--- src/rtl/audio_min_max_stream.sv ---
// Streaming per-channel max/min/peak-to-peak over windows of channel-interleaved signed samples.
// Supports single-shot (hold in DONE) and continuous (back-to-back) windowing.
module audio_min_max_stream #(
  parameter int unsigned DATA_W  = 32,
  parameter int unsigned NUM_CH  = 2,
  parameter int unsigned MAX_LEN = 4096,
  localparam int unsigned LEN_W  = $clog2(MAX_LEN + 1)
) (
  input  logic                         clk,
  input  logic                         reset,
  input  logic                         start,
  input  logic                         cont,
  input  logic [LEN_W-1:0]             win_len,
  input  logic                         in_valid,
  output logic                         in_ready,
  input  logic [DATA_W-1:0]            in_data,
  output logic                         d,
  output logic [NUM_CH*DATA_W-1:0]     out_max,
  output logic [NUM_CH*DATA_W-1:0]     out_min,
  output logic [NUM_CH*(DATA_W+1)-1:0] out_p2p
);

  localparam int unsigned CH_W = (NUM_CH > 1) ? $clog2(NUM_CH) : 1;

  typedef enum logic [1:0] {StIdle, StRun, StDone} state_e;

  state_e                     state_q, state_d;
  logic                       d_q, d_d;
  logic                       cont_q;
  logic [LEN_W-1:0]           len_q, len_eff, frame_q;
  logic [CH_W-1:0]            ch_q;
  logic [NUM_CH-1:0]          seen_q, seen_upd;
  logic signed [DATA_W-1:0]   max_q [NUM_CH];
  logic signed [DATA_W-1:0]   min_q [NUM_CH];
  logic signed [DATA_W-1:0]   max_upd [NUM_CH];
  logic signed [DATA_W-1:0]   min_upd [NUM_CH];
  logic signed [DATA_W-1:0]   sample;
  logic [NUM_CH*(DATA_W+1)-1:0] p2p_upd;
  logic                       accept, last, complete;

  assign sample   = in_data;
  assign in_ready = (state_q == StRun);
  assign d        = d_q;
  assign accept   = in_valid & in_ready;
  assign last     = accept && (frame_q == len_q - LEN_W'(1)) && (ch_q == CH_W'(NUM_CH - 1));
  // A start on the completing edge wins: the window is dropped, no d.
  assign complete = last & ~start;

  always_comb begin
    len_eff = win_len;
    if (win_len == '0) begin
      len_eff = LEN_W'(1);
    end else if (win_len > LEN_W'(MAX_LEN)) begin
      len_eff = LEN_W'(MAX_LEN);
    end
  end

  always_comb begin
    state_d = state_q;
    d_d     = d_q;
    if (start) begin
      state_d = StRun;
      d_d     = 1'b0;
    end else if (complete) begin
      state_d = cont_q ? StRun : StDone;
      d_d     = 1'b1;
    end else if (state_q == StRun) begin
      d_d     = 1'b0;
    end
  end

  always_ff @(posedge clk or negedge reset) begin
    if (!reset) begin
      state_q <= StIdle;
      d_q     <= 1'b0;
    end else begin
      state_q <= state_d;
      d_q     <= d_d;
    end
  end

  // Accumulators with the current accepted sample folded in; feeds both state and results.
  always_comb begin
    seen_upd = seen_q;
    p2p_upd  = '0;
    for (int c = 0; c < int'(NUM_CH); c++) begin
      max_upd[c] = max_q[c];
      min_upd[c] = min_q[c];
      if (accept && (ch_q == CH_W'(c))) begin
        seen_upd[c] = 1'b1;
        if (!seen_q[c] || (sample > max_q[c])) max_upd[c] = sample;
        if (!seen_q[c] || (sample < min_q[c])) min_upd[c] = sample;
      end
      p2p_upd[c*(DATA_W+1) +: DATA_W+1] = {max_upd[c][DATA_W-1], max_upd[c]} -
                                          {min_upd[c][DATA_W-1], min_upd[c]};
    end
  end

  always_ff @(posedge clk or negedge reset) begin
    if (!reset) begin
      cont_q  <= 1'b0;
      len_q   <= '0;
      frame_q <= '0;
      ch_q    <= '0;
      seen_q  <= '0;
      out_max <= '0;
      out_min <= '0;
      out_p2p <= '0;
      for (int c = 0; c < int'(NUM_CH); c++) begin
        max_q[c] <= '0;
        min_q[c] <= '0;
      end
    end else if (start) begin
      len_q   <= len_eff;
      cont_q  <= cont;
      frame_q <= '0;
      ch_q    <= '0;
      seen_q  <= '0;
    end else if (accept) begin
      if (complete) begin
        frame_q <= '0;
        ch_q    <= '0;
        seen_q  <= '0;
        out_p2p <= p2p_upd;
        for (int c = 0; c < int'(NUM_CH); c++) begin
          out_max[c*DATA_W +: DATA_W] <= max_upd[c];
          out_min[c*DATA_W +: DATA_W] <= min_upd[c];
        end
      end else begin
        seen_q <= seen_upd;
        max_q  <= max_upd;
        min_q  <= min_upd;
        if (ch_q == CH_W'(NUM_CH - 1)) begin
          ch_q    <= '0;
          frame_q <= frame_q + LEN_W'(1);
        end else begin
          ch_q    <= ch_q + CH_W'(1);
        end
      end
    end
  end

endmodule

--- config.mk ---
export PLATFORM = sky130hd
export DESIGN_NAME = audio_min_max_stream
export DESIGN_NICKNAME = d
export VERILOG_FILES = /design/src/rtl/audio_min_max_stream.sv
export SDC_FILE = /design/constraint.sdc
export NUM_CORES = 1
export LEC_CHECK = 0
export CORE_MARGIN = 4
export CORE_UTILIZATION = 40
export DETAILED_ROUTE_END_ITERATION = 6
export PLACE_DENSITY = 0.64
export SYNTH_ARGS = -nofsm -noshare
export SYNTH_HDL_FRONTEND = slang
export SYNTH_SLANG_ARGS = --single-unit
--- constraint.sdc ---
create_clock -name clk -period 6.22 [get_ports clk]
set_input_delay 1.244 -clock clk [delete_from_list [all_inputs] [get_ports clk]]
set_output_delay 1.244 -clock clk [all_outputs]
set_load 0.1 [all_outputs]
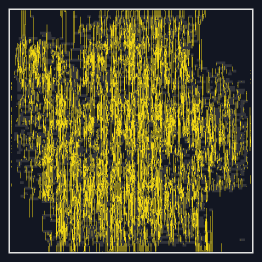
m2.png
Drawn at 1 px/micron. Cells faint in the background.
share of all routed wire: 45%
nets with wire on the layer: 2,739
vias: 20,600
met2 track demand over resource: 41.0%
final WL: 77,700 microns

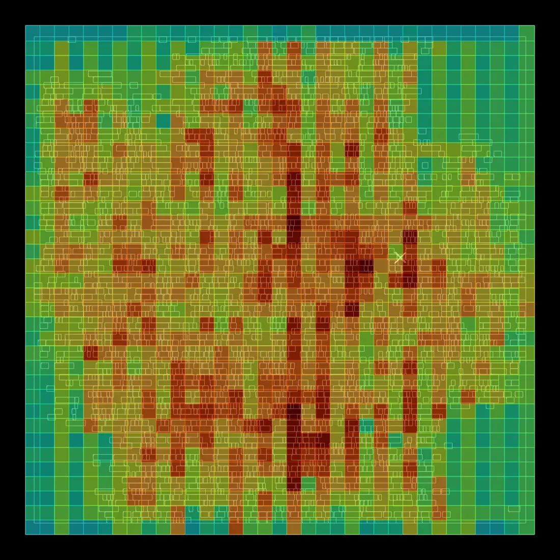
congestion_map.png
GRT busiest layer: met2
routed length per placed instance: 20.9 microns
global routing usage on met3: 4.54%
met1 Usage GRT: 35.2%

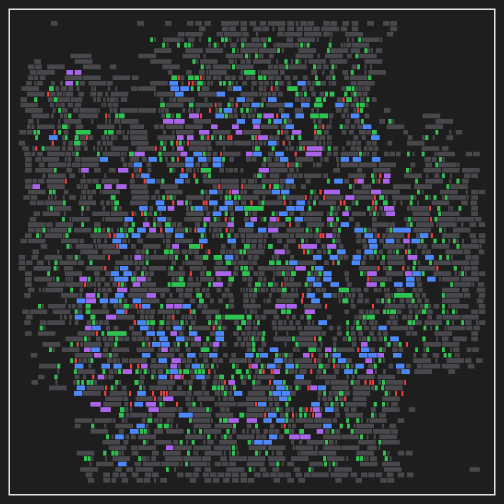
gates.png
Drawn at 2 px/micron.
legend:
  inv cells:
    colour: red
    cells: 153
  aoi and oai cells:
    colour: green
    cells: 551
    where: all over the die
  mux cells:
    colour: purple
    cells: 111
  fa/ha/maj cells:
    colour: blue
    cells: 194
top logic cell by instance count in the layout: sky130_fd_sc_hd__buf_4
combinational share of cell area: 41.0%
number of standard cells in the final layout excluding fillers: 3,711

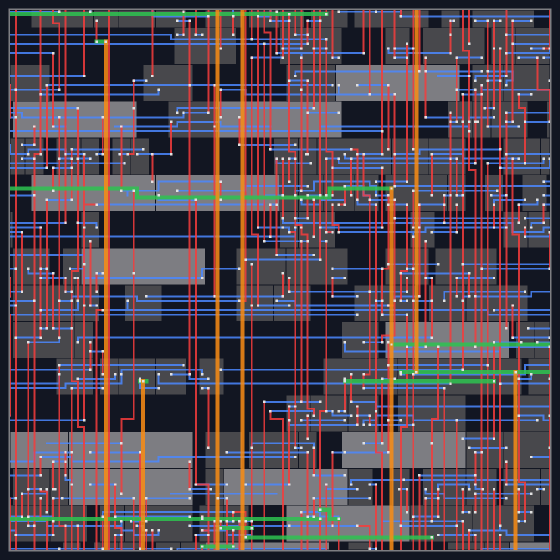
closeup.png
Window x 101 to 141, y 149 to 189 microns. Cells in grey, sequential cells in the stronger grey; small squares are vias.
legend:
  M1:
    colour: blue
  M2:
    colour: red
  M3:
    colour: green
  M4:
    colour: orange
netlist names of flops here include: min_q (6), max_q (4), out_max (2)
cells with their middle in the window: 107
most frequent: buf_4 (15), ha_1 (14), dfrtp_1 (12)
sequential cells in the window: 12

==> flow_results.xml <==
<?xml version="1.0" encoding="UTF-8"?>
<metrics>
  <group name="pwr">
    <metric name="design_power_total" unit="mW">10.6</metric>
    <metric name="powerDensity" unit="nW/um^2">355</metric>
    <metric name="cell_internal_pwr" unit="mW">6.63</metric>
    <metric name="clockPowerShare" unit="%">26.3</metric>
    <metric name="power.largest_group" unit="">combinational cells</metric>
    <metric name="pg_clk" unit="mW">2.78</metric>
    <metric name="power.share.combinational" unit="%">47.9</metric>
    <metric name="total_switching_power" unit="mW">3.94</metric>
  </group>
  <group name="grt">
    <metric name="globalRouteTotalUtil" unit="%">25.7</metric>
  </group>
  <group name="setup_path">
    <metric name="r2r_slack" unit="ns">0.90</metric>
    <metric name="r2r-end" unit="">out_p2p[32]</metric>
    <metric name="worstSetupEndpoint" unit="">out_p2p[32]</metric>
  </group>
  <group name="run">
    <metric name="tool_warnings" unit="">35</metric>
  </group>
  <group name="timing">
    <metric name="slew_viol_final" unit="">0</metric>
    <metric name="clock-skew-final" unit="ns">0.0186</metric>
  </group>
  <group name="floorplan">
    <metric name="die_w" unit="microns">242</metric>
  </group>
  <group name="routing">
    <metric name="top_layer_used" unit="">met5</metric>
    <metric name="routed-wl-met2" unit="microns">35300</metric>
    <metric name="detail_route.drc_violations" unit="">5</metric>
  </group>
  <group name="cts">
    <metric name="postCtsSetupBuffers" unit="">3</metric>
    <metric name="clockBufferDepth" unit="">3</metric>
    <metric name="cts_root_buffer" unit="">sky130_fd_sc_hd__clkbuf_16</metric>
    <metric name="clk_pin_slew_worst_paths" unit="ns">0.07</metric>
    <metric name="cts_resized" unit="">16</metric>
  </group>
  <group name="synth">
    <metric name="yosys-mux-area-fraction" unit="%">5.83</metric>
    <metric name="fp_nets" unit="">2690</metric>
    <metric name="ys_sh_adder" unit="%">11.2</metric>
    <metric name="synthMostInstantiatedCell" unit="">sky130_fd_sc_hd__dfrtp_1</metric>
    <metric name="synth-seq-area-share" unit="%">40.6</metric>
  </group>
  <group name="run_status">
    <metric name="status" unit="">finished, violations left</metric>
    <metric name="violations" unit="">design-rule violations</metric>
  </group>
  <group name="final_layout">
    <metric name="final.fill_count" unit="">4809</metric>
    <metric name="num-nonclk-buffers" unit="">653</metric>
    <metric name="ff_latch_area" unit="sq um">8880</metric>
    <metric name="area_delta_synth_final" unit="%">36.0</metric>
  </group>
  <group name="placed_design">
    <metric name="dp_hpwl" unit="microns">58600</metric>
    <metric name="post-place-cells" unit="">3622</metric>
    <metric name="placement.setup.worst_slack" unit="ns">-0.886</metric>
  </group>
  <group name="worst_hold_path">
    <metric name="worstHoldEndpoint" unit="">out_p2p[46]</metric>
    <metric name="worst_min_delay_path_class" unit="">flop to flop</metric>
  </group>
</metrics>
Power and IR drop assume default switching activity.
